===== src/rtl/river_pkg.sv =====
// Shared stage encodings for the RIVER multicycle core.
// One-hot stage type, bit positions and reset stage.
package river_pkg;

  localparam int STG_IDX_FE  = 0;
  localparam int STG_IDX_DE  = 1;
  localparam int STG_IDX_EX  = 2;
  localparam int STG_IDX_MEM = 3;
  localparam int STG_IDX_WB  = 4;

  typedef enum logic [4:0] {
    STG_FE  = 5'b00001,
    STG_DE  = 5'b00010,
    STG_EX  = 5'b00100,
    STG_MEM = 5'b01000,
    STG_WB  = 5'b10000
  } stage_t;

  localparam stage_t STG_RESET = STG_FE;

endpackage


===== src/rtl/stage_wait_timer.sv =====
// Wait-state timer: counts enabled cycles with hold high.
// Ports: clk, rst, enable, hold, clear in; expired out.
module stage_wait_timer #(
  parameter int WAIT_TIMEOUT = 255,
  parameter int TO_W         = 8
) (
  input  logic clk,
  input  logic rst,
  input  logic enable,
  input  logic hold,
  input  logic clear,
  output logic expired
);

  localparam logic [TO_W-1:0] LIMIT = TO_W'(WAIT_TIMEOUT);
  localparam bit TO_ON = (WAIT_TIMEOUT != 0);

  logic [TO_W-1:0] cnt_q;
  logic [TO_W-1:0] cnt_d;

  always_comb begin
    cnt_d = cnt_q;
    if (clear) begin
      cnt_d = '0;
    end else if (enable && hold) begin
      cnt_d = cnt_q + TO_W'(1);
    end
  end

  // Fires on the edge after WAIT_TIMEOUT held cycles
  assign expired = TO_ON && enable && hold
                && (cnt_q == LIMIT);

  always_ff @(posedge clk) begin
    if (rst) begin
      cnt_q <= '0;
    end else begin
      cnt_q <= cnt_d;
    end
  end

endmodule


===== src/rtl/stage_seq.sv =====
// RIVER stage sequencer: FE/DE/EX/MEM/WB strobes, cycle_end, retire count.
// Ports: clk_in, rst, clk_enable, fe_wait, mem_wait, trap in;
// stage_oh, stage_fire, cycle_end, retired, trap_taken, wait_err out;
// perf_cycles/perf_stalls when RIVER_SEQ_PERF_EN is defined.
module stage_seq
  import river_pkg::*;
#(
  parameter int RET_W        = 32,
  parameter int WAIT_TIMEOUT = 255,
  parameter int TO_W         = 8
) (
  input  logic             clk_in,
  input  logic             rst,
  input  logic             clk_enable,
  input  logic             fe_wait,
  input  logic             mem_wait,
  input  logic             trap,
  output logic [4:0]       stage_oh,
  output logic [4:0]       stage_fire,
  output logic             cycle_end,
  output logic [RET_W-1:0] retired,
  output logic             trap_taken,
  output logic             wait_err
`ifdef RIVER_SEQ_PERF_EN
  ,
  output logic [31:0]      perf_cycles,
  output logic [31:0]      perf_stalls
`endif
);

  stage_t           stage_q, stage_d;
  logic [RET_W-1:0] retired_q, retired_d;
  logic             trap_taken_q, trap_taken_d;
  logic             wait_err_q, wait_err_d;

  logic in_fe, in_de, in_ex, in_mem, in_wb;
  logic live, wait_act, trap_ab, to_exp, to_ab;
  logic adv, tmr_clear;

  assign in_fe  = stage_q[STG_IDX_FE];
  assign in_de  = stage_q[STG_IDX_DE];
  assign in_ex  = stage_q[STG_IDX_EX];
  assign in_mem = stage_q[STG_IDX_MEM];
  assign in_wb  = stage_q[STG_IDX_WB];

  // rst gates everything so no strobe leaks out during reset
  assign live     = clk_enable & ~rst;
  assign wait_act = (in_fe & fe_wait) | (in_mem & mem_wait);
  assign trap_ab  = live & trap & (in_de | in_ex);
  assign to_ab    = to_exp & ~trap_ab;
  assign adv      = live & ~wait_act & ~trap_ab;

  assign tmr_clear = adv | trap_ab | to_ab;

  stage_wait_timer #(
    .WAIT_TIMEOUT(WAIT_TIMEOUT),
    .TO_W        (TO_W)
  ) u_timer (
    .clk    (clk_in),
    .rst    (rst),
    .enable (live),
    .hold   (wait_act),
    .clear  (tmr_clear),
    .expired(to_exp)
  );

  always_comb begin
    stage_d      = stage_q;
    retired_d    = retired_q;
    trap_taken_d = trap_ab;
    wait_err_d   = to_ab;
    if (trap_ab || to_ab) begin
      stage_d = STG_FE;
    end else if (adv) begin
      unique case (1'b1)
        in_fe:  stage_d = STG_DE;
        in_de:  stage_d = STG_EX;
        in_ex:  stage_d = STG_MEM;
        in_mem: stage_d = STG_WB;
        in_wb: begin
          stage_d   = STG_FE;
          retired_d = retired_q + RET_W'(1);
        end
        default: stage_d = STG_RESET;
      endcase
    end
  end

  always_ff @(posedge clk_in) begin
    if (rst) begin
      stage_q      <= STG_RESET;
      retired_q    <= '0;
      trap_taken_q <= 1'b0;
      wait_err_q   <= 1'b0;
    end else begin
      stage_q      <= stage_d;
      retired_q    <= retired_d;
      trap_taken_q <= trap_taken_d;
      wait_err_q   <= wait_err_d;
    end
  end

  assign stage_oh   = stage_q;
  assign stage_fire = (live & ~wait_act) ? stage_q : 5'b0;
  assign cycle_end  = live & (in_wb | trap_ab | to_ab);
  assign retired    = retired_q;
  assign trap_taken = trap_taken_q;
  assign wait_err   = wait_err_q;

`ifdef RIVER_SEQ_PERF_EN
  logic [31:0] perf_cycles_q, perf_cycles_d;
  logic [31:0] perf_stalls_q, perf_stalls_d;

  always_comb begin
    perf_cycles_d = perf_cycles_q + {31'd0, live};
    perf_stalls_d = perf_stalls_q
                  + {31'd0, live & wait_act};
  end

  always_ff @(posedge clk_in) begin
    if (rst) begin
      perf_cycles_q <= '0;
      perf_stalls_q <= '0;
    end else begin
      perf_cycles_q <= perf_cycles_d;
      perf_stalls_q <= perf_stalls_d;
    end
  end

  assign perf_cycles = perf_cycles_q;
  assign perf_stalls = perf_stalls_q;
`endif

endmodule


===== config.mk =====
export PLATFORM = sky130hd
export DESIGN_NAME = stage_seq
export DESIGN_NICKNAME = d
export VERILOG_FILES = /design/src/rtl/river_pkg.sv /design/src/rtl/stage_wait_timer.sv /design/src/rtl/stage_seq.sv
export SDC_FILE = /design/constraint.sdc
export NUM_CORES = 1
export LEC_CHECK = 0
export ABC_CLOCK_PERIOD_IN_PS = 9200
export CORE_MARGIN = 1
export CORE_UTILIZATION = 54
export CTS_BUF_LIST = sky130_fd_sc_hd__clkbuf_16
export CTS_CLUSTER_SIZE = 24
export DETAILED_ROUTE_END_ITERATION = 6
export PLACE_DENSITY_LB_ADDON = 0.3
export SLEW_MARGIN = 0
export SYNTH_ARGS = -nofsm -noshare
export SYNTH_HDL_FRONTEND = slang
export SYNTH_HIERARCHICAL = 1
export SYNTH_SLANG_ARGS = --single-unit
export TNS_END_PERCENT = 30

===== constraint.sdc =====
create_clock -name clk_in -period 9.2 [get_ports clk_in]
set_input_delay 2.76 -clock clk_in [delete_from_list [all_inputs] [get_ports clk_in]]
set_output_delay 2.76 -clock clk_in [all_outputs]
set_load 0.01 [all_outputs]

Run 1, I/O pins on the die edge:
The bar under the picture is 20 µm long. Pins as bars across the die edge, other pins in grey.
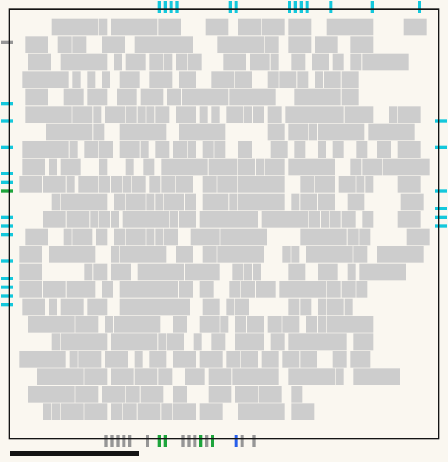
[cyan] retired | pins: 32 | direction: output | edge: 13 left, 13 top, 6 right
[blue] wait_err | pins: 1 | direction: output | edge: bottom
[green] stage_fire | pins: 5 | direction: output | edge: 4 bottom, 1 left
all pins by edge: 17 bottom, 15 left, 13 top, 6 right

Run 1, metal layers overlaid:
The bar under the picture is 20 µm long.
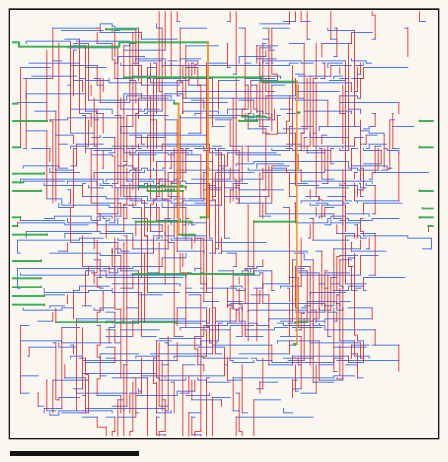
[blue] metal 1 | wire length: 2,480 µm
[green] metal 3 | wire length: 201 µm
[orange] metal 4 | wire length: 88.4 µm
[red] metal 2 | wire length: 2,440 µm

==> results.sh, run 1 <==
# source this file to load flow results
export IMPL_syn_cell_area_um2=2250
export IMPL_final_layout_size_suffix_gt1_share_pct=6.98
export IMPL_yosysTopAreaCell="sky130_fd_sc_hd__dfxtp_1"
export IMPL_timing_critical_path_to_type="output port"
export IMPL_critPathLaunchType="input port"
export IMPL_critPathMaxFanout=40
export IMPL_timing_final_crit_period_ps=7880
export IMPL_numPortBuffers=50
export IMPL_globalRouteMet2Util_pct=40.5
export IMPL_sequential_cell_area_um2=941
export IMPL_power_share_sequential_pct=48.6
export IMPL_critPathCapture="cycle_end"
export IMPL_post_synth_most_frequent_cells="sky130_fd_sc_hd__dfxtp_1 (47), sky130_fd_sc_hd__nor2_1 (34), sky130_fd_sc_hd__nand2_1 (16)"
export IMPL_post_layout_total_power_mw=0.423
export IMPL_power_sequential_mw=0.206
export IMPL_finalHoldViolCount=0
export IMPL_core_um2=4000
export IMPL_core_rowCount=23
export IMPL_cts_reportedPaths_clkPinSlew_ps=60
export IMPL_die_height_um=66.6
export IMPL_synthesis_nets=272
export IMPL_count_of_library_flops_with_an_enable_pin=0
export IMPL_inverters_excl_clock=11
export IMPL_boundaryPins=51
export IMPL_highest_layer="met4"
export IMPL_final_setup_tns_ps=0
export IMPL_drt_initial_drc_count=150
export IMPL_synth_cells=264
export IMPL_crit_reg2reg_capture="retired[28]$_SDFFE_PP0P_"
export IMPL_grt_first_pass_wirelength_mm=8.63
export IMPL_layout_cells_most_common="sky130_fd_sc_hd__clkdlybuf4s50_1"
export IMPL_biggestCellCategory="logic gates"
export IMPL_route_detailed_wl_per_inst_um=14.3
export IMPL_run_status="completed"
export IMPL_clock_insertion_delay_worst_skew_ps=290
export IMPL_cts_max_path_buffers=2
export IMPL_yosys_top_cells_area="sky130_fd_sc_hd__dfxtp_1 (42%), sky130_fd_sc_hd__nor2_1 (5.7%), sky130_fd_sc_hd__xnor2_1 (4.7%)"
export IMPL_design_final_nets=322
export IMPL_internal_power_mw=0.338
export IMPL_power_density_cell_area_nw_per_um2=143
export IMPL_preCtsSetupSlack_ps=1330
export IMPL_top_logic_kind="simple AND/OR/NAND/NOR gates"
export IMPL_synth_lib_cells_used_distinct=40
export IMPL_m1WireLength_mm=2.48
export IMPL_place_congestion=0.809
export IMPL_maxCapViolCount=0
export IMPL_number_of_cts_inserted_buffers=5
export IMPL_adder_share_pct=1.11
export IMPL_critical_path_max_stage_delay_ps=530
export IMPL_root_buffer="sky130_fd_sc_hd__clkbuf_16"
export IMPL_routed_via_count=2112
export IMPL_crit_type="input port to output port"
export IMPL_floorplan_initialDensity_pct=56.3
export IMPL_met3_length_um=201
export IMPL_post_dp_hpwl_mm=3.55
export IMPL_critical_path_slowest_stage_cell="sky130_fd_sc_hd__clkdlybuf4s50_1"
export IMPL_tritoncts="built"
export IMPL_tool_warnings=26
export IMPL_largest_net_degree_at_the_start_of_global_routing=41
export IMPL_timing_max_slew_rel_slack_pct=60.7
export IMPL_holdBufCountCts=0
export IMPL_worst_hold_startpoint="u_timer/cnt_q[1]$_SDFFE_PP0P_"
export IMPL_whs_ps=482
export IMPL_report_final_setup_viol=0
export IMPL_diodes=0
export IMPL_min_period_over_period_pct=85.7
export IMPL_vias_in_the_first_global_route=1834
export IMPL_routed_wl_mm=5.21
export IMPL_placement_cell_area_um2=2790
export IMPL_netSwitchingPower_mw=0.0850
export IMPL_busiest_layer="met2"
export IMPL_final_layout_top_logic_cells="sky130_fd_sc_hd__clkdlybuf4s50_1 (50), sky130_fd_sc_hd__dfxtp_1 (47), sky130_fd_sc_hd__nor2_1 (34), sky130_fd_sc_hd__nand2_1 (16), sky130_fd_sc_hd__a21oi_1 (15)"
export IMPL_total_leakage_power_nw=0.954
export IMPL_grt_met3_usage_pct=6.85
export IMPL_routed_wl_met2_mm=2.44
export IMPL_drc=0
export IMPL_yosysCellCount=264
export IMPL_regToRegStartpoint="stage_oh[0]$_SDFFE_PP1P_"
export IMPL_logic_area_um2=1230
export IMPL_final_setup_worst_slack_ps=1320
export IMPL_timing_hold_worst_endpoint="u_timer/cnt_q[1]$_SDFFE_PP0P_"
export IMPL_non_clock_buffer_area_share_pct=17.4
export IMPL_comb_multi_input_count=197
export IMPL_overflow=0
export IMPL_max_slew_worst_pin_slew_ps=588
export IMPL_post_cts_setup_buffers=0
export IMPL_antenna_left=0
export IMPL_comb_area_share_pct=41.7
export IMPL_worstPathArrival_ps=5120
export IMPL_placedCellCount=357
export IMPL_antenna_found_initial=0
export IMPL_avgSynthCellArea_um2=8.53
export IMPL_dominant_power_group="registers"
export IMPL_power_clock_total_mw=0.201
export IMPL_worst_r2r_setup_slack_ps=6210
export IMPL_layout_area_overhead_vs_synth_pct=31.3
export IMPL_synth_yosys_chip_area_um2=2250
export IMPL_power_clock_fraction_pct=47.6
export IMPL_horizontal_die_dimension_um=66.6
export IMPL_nClkBuffers=5
export IMPL_synth_simple_gate_area_share_pct=31.2
export IMPL_critical_path_cell_chain="clkdlybuf4s50_1, buf_4, nand2b_1, inv_1, nand3_1, nor4_1, buf_4, o31a_1, clkdlybuf4s50_1"
export IMPL_timing_critical_path_required_ps=6440
export IMPL_hold_depth=2
export IMPL_rsz_0062_raised_after_global_routing="no"
export IMPL_synth_async_sr_flop_share_pct=0
export IMPL_ys_warn_count=6
export IMPL_post_drt_via_cell_ratio=5.79
export IMPL_nNonClkBuffers=52
export IMPL_critical_path_start="rst"
export IMPL_path_delay_family="buffers and inverters"
export IMPL_netlist_area_leader_share_pct=41.8
export IMPL_grtUsageMet1_pct=33.9
export IMPL_dieArea_um2=4430
export IMPL_stdcell_area_um2=2960
export IMPL_final_max_slew_viol_count=0
export IMPL_synth_ff_latch_count=47
export IMPL_worstRegToRegCells=9
export IMPL_ir_worst_vdd_mv=0.113
export IMPL_clock_sink_count=47
export IMPL_worst_hold_path_type="flip-flop to flip-flop"
export IMPL_path_buffers=5
export IMPL_post_cts_resized_instances=0
export IMPL_utilization_pct=73.9
export IMPL_h_tree_depth=2
export IMPL_finClkSkew_ps=8.61
export IMPL_critical_path_depth=9
export IMPL_grt_util_all_layers_pct=25.8
Run 1, placed standard cells:
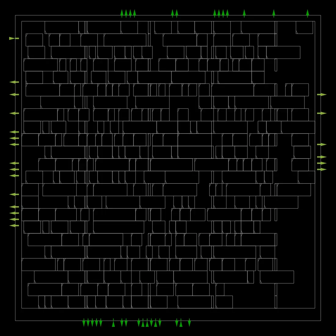
fraction of area in registers: 31.8%
count of filler cells inserted in the layout: 301
flip-flops: 47
number of tap cells inserted: 50
Cell Count, Final, Fillers Out: 365

Run 1, signal wires on met3:
The bar under the picture is 20 µm long.
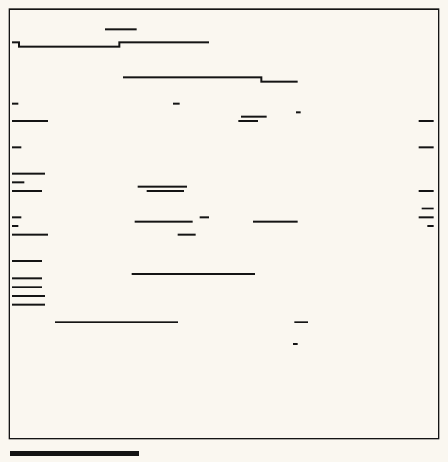
nets with wire on the layer: 30
wire length on this layer: 201 µm
main direction: horizontal
longest straight run: 21.4 µm
share of all routed wire: 3.9%

--- run 2 (diff from run 1) ---
--- a/config.mk
+++ b/config.mk
@@ -7,11 +7,12 @@
 export LEC_CHECK = 0
 export ABC_CLOCK_PERIOD_IN_PS = 9200
 export CORE_MARGIN = 1
-export CORE_UTILIZATION = 54
-export CTS_BUF_LIST = sky130_fd_sc_hd__clkbuf_16
+export CORE_UTILIZATION = 55
+export CTS_BUF_LIST = sky130_fd_sc_hd__clkbuf_2 sky130_fd_sc_hd__clkbuf_4 sky130_fd_sc_hd__clkbuf_8
 export CTS_CLUSTER_SIZE = 24
 export DETAILED_ROUTE_END_ITERATION = 6
 export PLACE_DENSITY_LB_ADDON = 0.3
+export SKIP_LAST_GASP = 1
 export SLEW_MARGIN = 0
 export SYNTH_ARGS = -nofsm -noshare
 export SYNTH_HDL_FRONTEND = slang
Run 2, placed standard cells:
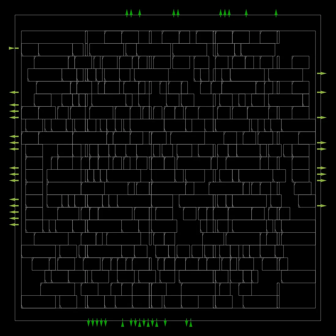
fraction of area in registers: 32.7%
placement row count: 22
Cell Count, Final, Fillers Out: 363
core box area: 3800 µm²

==> run 2 against run 1 <==
Effect of this change: non-clock buffer count is the same; utilization grew 1.9 points; cell count shrank 0.55%; global-route usage grew 1.2 points; hold slack better by 0.71 ps; clock power shrank 38%; cell area shrank 2.6%; flip-flop count unchanged; synthesized area is the same; count of clock-buffer cells in the layout is 2 higher; setup slack better by 130 ps; largest cell class unchanged.
==> results.sh, run 2 <==
# source this file to load flow results
export IMPL_critPathMaxFanout=9
export IMPL_yosys_top_cells_area="sky130_fd_sc_hd__dfxtp_1 (42%), sky130_fd_sc_hd__nor2_1 (5.7%), sky130_fd_sc_hd__xnor2_1 (4.7%)"
export IMPL_drt_initial_drc_count=150
export IMPL_route_detailed_wl_per_inst_um=14.9
export IMPL_m1WireLength_mm=2.53
export IMPL_total_leakage_power_nw=0.922
export IMPL_placedCellCount=355
export IMPL_run_status="completed"
export IMPL_avgSynthCellArea_um2=8.53
export IMPL_h_tree_depth=2
export IMPL_power_clock_fraction_pct=36.0
export IMPL_adder_share_pct=1.11
export IMPL_met3_length_um=294
export IMPL_worst_hold_startpoint="u_timer/cnt_q[6]$_SDFFE_PP0P_"
export IMPL_internal_power_mw=0.270
export IMPL_final_setup_worst_slack_ps=1450
export IMPL_cts_max_path_buffers=2
export IMPL_critical_path_start="fe_wait"
export IMPL_clock_sink_count=47
export IMPL_stdcell_area_um2=2880
export IMPL_timing_critical_path_required_ps=6440
export IMPL_preCtsSetupSlack_ps=1500
export IMPL_grt_util_all_layers_pct=27.0
export IMPL_max_slew_worst_pin_slew_ps=610
export IMPL_placement_cell_area_um2=2790
export IMPL_yosysCellCount=264
export IMPL_crit_type="input port to output port"
export IMPL_worstPathArrival_ps=4990
export IMPL_maxCapViolCount=0
export IMPL_ir_worst_vdd_mv=0.0823
export IMPL_busiest_layer="met2"
export IMPL_nNonClkBuffers=52
export IMPL_flops=47
export IMPL_antenna_found_initial=0
export IMPL_post_dp_hpwl_mm=3.81
export IMPL_antenna_left=0
export IMPL_layout_area_overhead_vs_synth_pct=27.9
export IMPL_n_tap_cell=48
export IMPL_finClkSkew_ps=12.7
export IMPL_tool_warnings=26
export IMPL_min_period_over_period_pct=84.2
export IMPL_dominant_power_group="registers"
export IMPL_globalRouteMet2Util_pct=43.0
export IMPL_final_setup_tns_ps=0
export IMPL_power_share_sequential_pct=59.3
export IMPL_number_of_cts_inserted_buffers=5
export IMPL_timing_max_slew_rel_slack_pct=59.2
export IMPL_horizontal_die_dimension_um=66.0
export IMPL_routed_wl_met2_mm=2.51
export IMPL_cts_reportedPaths_clkPinSlew_ps=80
export IMPL_rsz_0062_raised_after_global_routing="no"
export IMPL_worstRegToRegCells=9
export IMPL_netSwitchingPower_mw=0.0760
export IMPL_yosysTopAreaCell="sky130_fd_sc_hd__dfxtp_1"
export IMPL_place_congestion=0.821
export IMPL_non_clock_buffer_area_share_pct=17.9
export IMPL_ys_warn_count=6
export IMPL_inverters_excl_clock=11
export IMPL_power_clock_total_mw=0.125
export IMPL_critical_path_slowest_stage_cell="sky130_fd_sc_hd__clkdlybuf4s50_1"
export IMPL_clock_insertion_delay_worst_skew_ps=300
export IMPL_grtUsageMet1_pct=36.2
export IMPL_post_layout_total_power_mw=0.347
export IMPL_regToRegStartpoint="stage_oh[0]$_SDFFE_PP1P_"
export IMPL_biggestCellCategory="logic gates"
export IMPL_timing_final_crit_period_ps=7750
export IMPL_design_final_nets=322
export IMPL_critical_path_depth=7
export IMPL_worst_hold_path_type="flip-flop to flip-flop"
export IMPL_grt_first_pass_wirelength_mm=9.09
export IMPL_vias_in_the_first_global_route=1970
export IMPL_post_drt_via_cell_ratio=5.91
export IMPL_count_of_library_flops_with_an_enable_pin=0
export IMPL_path_delay_family="buffers and inverters"
export IMPL_synth_cells=264
export IMPL_timing_critical_path_to_type="output port"
export IMPL_drc=0
export IMPL_fillers=295
export IMPL_synth_ff_latch_count=47
export IMPL_synth_simple_gate_area_share_pct=31.2
export IMPL_synthesis_nets=272
export IMPL_netlist_area_leader_share_pct=41.8
export IMPL_layout_cells_most_common="sky130_fd_sc_hd__clkdlybuf4s50_1"
export IMPL_routed_wl_mm=5.42
export IMPL_dieArea_um2=4350
export IMPL_comb_area_share_pct=42.8
export IMPL_final_max_slew_viol_count=0
export IMPL_timing_hold_worst_endpoint="u_timer/cnt_q[6]$_SDFFE_PP0P_"
export IMPL_synth_lib_cells_used_distinct=40
export IMPL_routed_via_count=2147
export IMPL_final_layout_size_suffix_gt1_share_pct=7.30
--- run 3 (diff from run 2) ---
--- a/config.mk
+++ b/config.mk
@@ -5,9 +5,9 @@
 export SDC_FILE = /design/constraint.sdc
 export NUM_CORES = 1
 export LEC_CHECK = 0
-export ABC_CLOCK_PERIOD_IN_PS = 9200
+export ABC_CLOCK_PERIOD_IN_PS = 6700
 export CORE_MARGIN = 1
-export CORE_UTILIZATION = 55
+export CORE_UTILIZATION = 47
 export CTS_BUF_LIST = sky130_fd_sc_hd__clkbuf_2 sky130_fd_sc_hd__clkbuf_4 sky130_fd_sc_hd__clkbuf_8
 export CTS_CLUSTER_SIZE = 24
 export DETAILED_ROUTE_END_ITERATION = 6
==> constraint.sdc (replaced) <==
create_clock -name clk_in -period 6.7 [get_ports clk_in]
set_input_delay 2.01 -clock clk_in [delete_from_list [all_inputs] [get_ports clk_in]]
set_output_delay 2.01 -clock clk_in [all_outputs]
set_load 0.01 [all_outputs]
Run 3, placed standard cells:
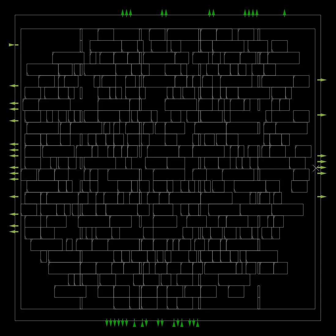
fraction of area in registers: 32.6%
number of tap cells inserted: 52
Util after Layout: 64.5%
core box area: 4470 µm²

==> run 3 against run 2 <==
Effect of this change: the run now ends with DRC left; synthesized area did not move; sequential share of layout area decreased by 0.057 points; highest routed layer unchanged; critical endpoint unchanged; largest cell class unchanged; sequential power rose by 37%.
==> results.sh, run 3 <==
# source this file to load flow results
export IMPL_critPathCapture="cycle_end"
export IMPL_finalHoldViolCount=0
export IMPL_synthesis_nets=272
export IMPL_post_layout_total_power_mw=0.475
export IMPL_regToRegStartpoint="stage_oh[0]$_SDFFE_PP1P_"
export IMPL_antenna_left=0
export IMPL_critical_path_cell_chain="clkdlybuf4s50_1, nand2b_1, inv_1, nand3_1, nor4_1, o31a_1, clkdlybuf4s50_1"
export IMPL_adder_share_pct=1.11
export IMPL_cts_reportedPaths_clkPinSlew_ps=80
export IMPL_number_of_cts_inserted_buffers=5
export IMPL_post_cts_setup_buffers=0
export IMPL_h_tree_depth=2
export IMPL_layout_area_overhead_vs_synth_pct=28.1
export IMPL_dieArea_um2=5070
export IMPL_layout_cells_most_common="sky130_fd_sc_hd__clkdlybuf4s50_1"
export IMPL_met3_length_um=254
export IMPL_path_delay_family="buffers and inverters"
export IMPL_critical_path_depth=7
export IMPL_avgSynthCellArea_um2=8.53
export IMPL_highest_layer="met4"
export IMPL_worstPathArrival_ps=4100
export IMPL_worst_r2r_setup_slack_ps=3680
export IMPL_report_final_setup_viol=0
export IMPL_vias_in_the_first_global_route=1824
export IMPL_overflow=0
export IMPL_largest_net_degree_at_the_start_of_global_routing=39
export IMPL_comb_multi_input_count=197
export IMPL_routed_wl_mm=5.09
export IMPL_synth_async_sr_flop_share_pct=0
export IMPL_rsz_0062_raised_after_global_routing="no"
export IMPL_drt_initial_drc_count=109
export IMPL_routed_wl_met2_mm=2.31
export IMPL_final_layout_top_logic_cells="sky130_fd_sc_hd__clkdlybuf4s50_1 (50), sky130_fd_sc_hd__dfxtp_1 (47), sky130_fd_sc_hd__nor2_1 (34), sky130_fd_sc_hd__nand2_1 (16), sky130_fd_sc_hd__a21oi_1 (15)"
export IMPL_placedCellCount=359
export IMPL_flops=47
export IMPL_final_setup_worst_slack_ps=590
export IMPL_comb_area_share_pct=42.8
export IMPL_tritoncts="built"
export IMPL_final_max_slew_viol_count=0
export IMPL_critPathLaunchType="input port"
export IMPL_ys_warn_count=6
export IMPL_design_final_nets=322
export IMPL_routed_via_count=2083
export IMPL_cts_max_path_buffers=2
export IMPL_grtUsageMet1_pct=28.3
export IMPL_drc=1
export IMPL_maxCapViolCount=0
export IMPL_dominant_power_group="registers"
export IMPL_netSwitchingPower_mw=0.104
export IMPL_nNonClkBuffers=52
export IMPL_stdcell_area_um2=2890
export IMPL_final_layout_size_suffix_gt1_share_pct=7.30
export IMPL_failed_checks="DRC"
export IMPL_clock_insertion_delay_worst_skew_ps=300
export IMPL_antenna_found_initial=0
export IMPL_count_of_library_flops_with_an_enable_pin=0
export IMPL_post_drt_via_cell_ratio=5.68
export IMPL_yosysTopAreaCell="sky130_fd_sc_hd__dfxtp_1"
export IMPL_synth_cells=264
export IMPL_horizontal_die_dimension_um=71.2
export IMPL_critical_path_start="rst"
export IMPL_whs_ps=492
export IMPL_path_buffers=3
export IMPL_netlist_area_leader_share_pct=41.8
export IMPL_preCtsSetupSlack_ps=595
export IMPL_logic_area_um2=1230
export IMPL_timing_max_slew_rel_slack_pct=56.1
export IMPL_route_detailed_wl_per_inst_um=13.9
export IMPL_run_status="complete, but fails checks"
export IMPL_worstRegToRegCells=9
export IMPL_min_period_over_period_pct=91.2
export IMPL_diodes=0
export IMPL_holdBufCountCts=0
export IMPL_power_density_cell_area_nw_per_um2=165
export IMPL_placement_cell_area_um2=2800
export IMPL_grt_util_all_layers_pct=20.7
export IMPL_tool_warnings=26
export IMPL_synth_yosys_chip_area_um2=2250
export IMPL_total_leakage_power_nw=0.922
export IMPL_crit_type="input port to output port"
export IMPL_grt_first_pass_wirelength_mm=8.41
export IMPL_numPortBuffers=50
export IMPL_critical_path_slowest_stage_cell="sky130_fd_sc_hd__clkdlybuf4s50_1"
Power is estimated from default activity; no workload was simulated.
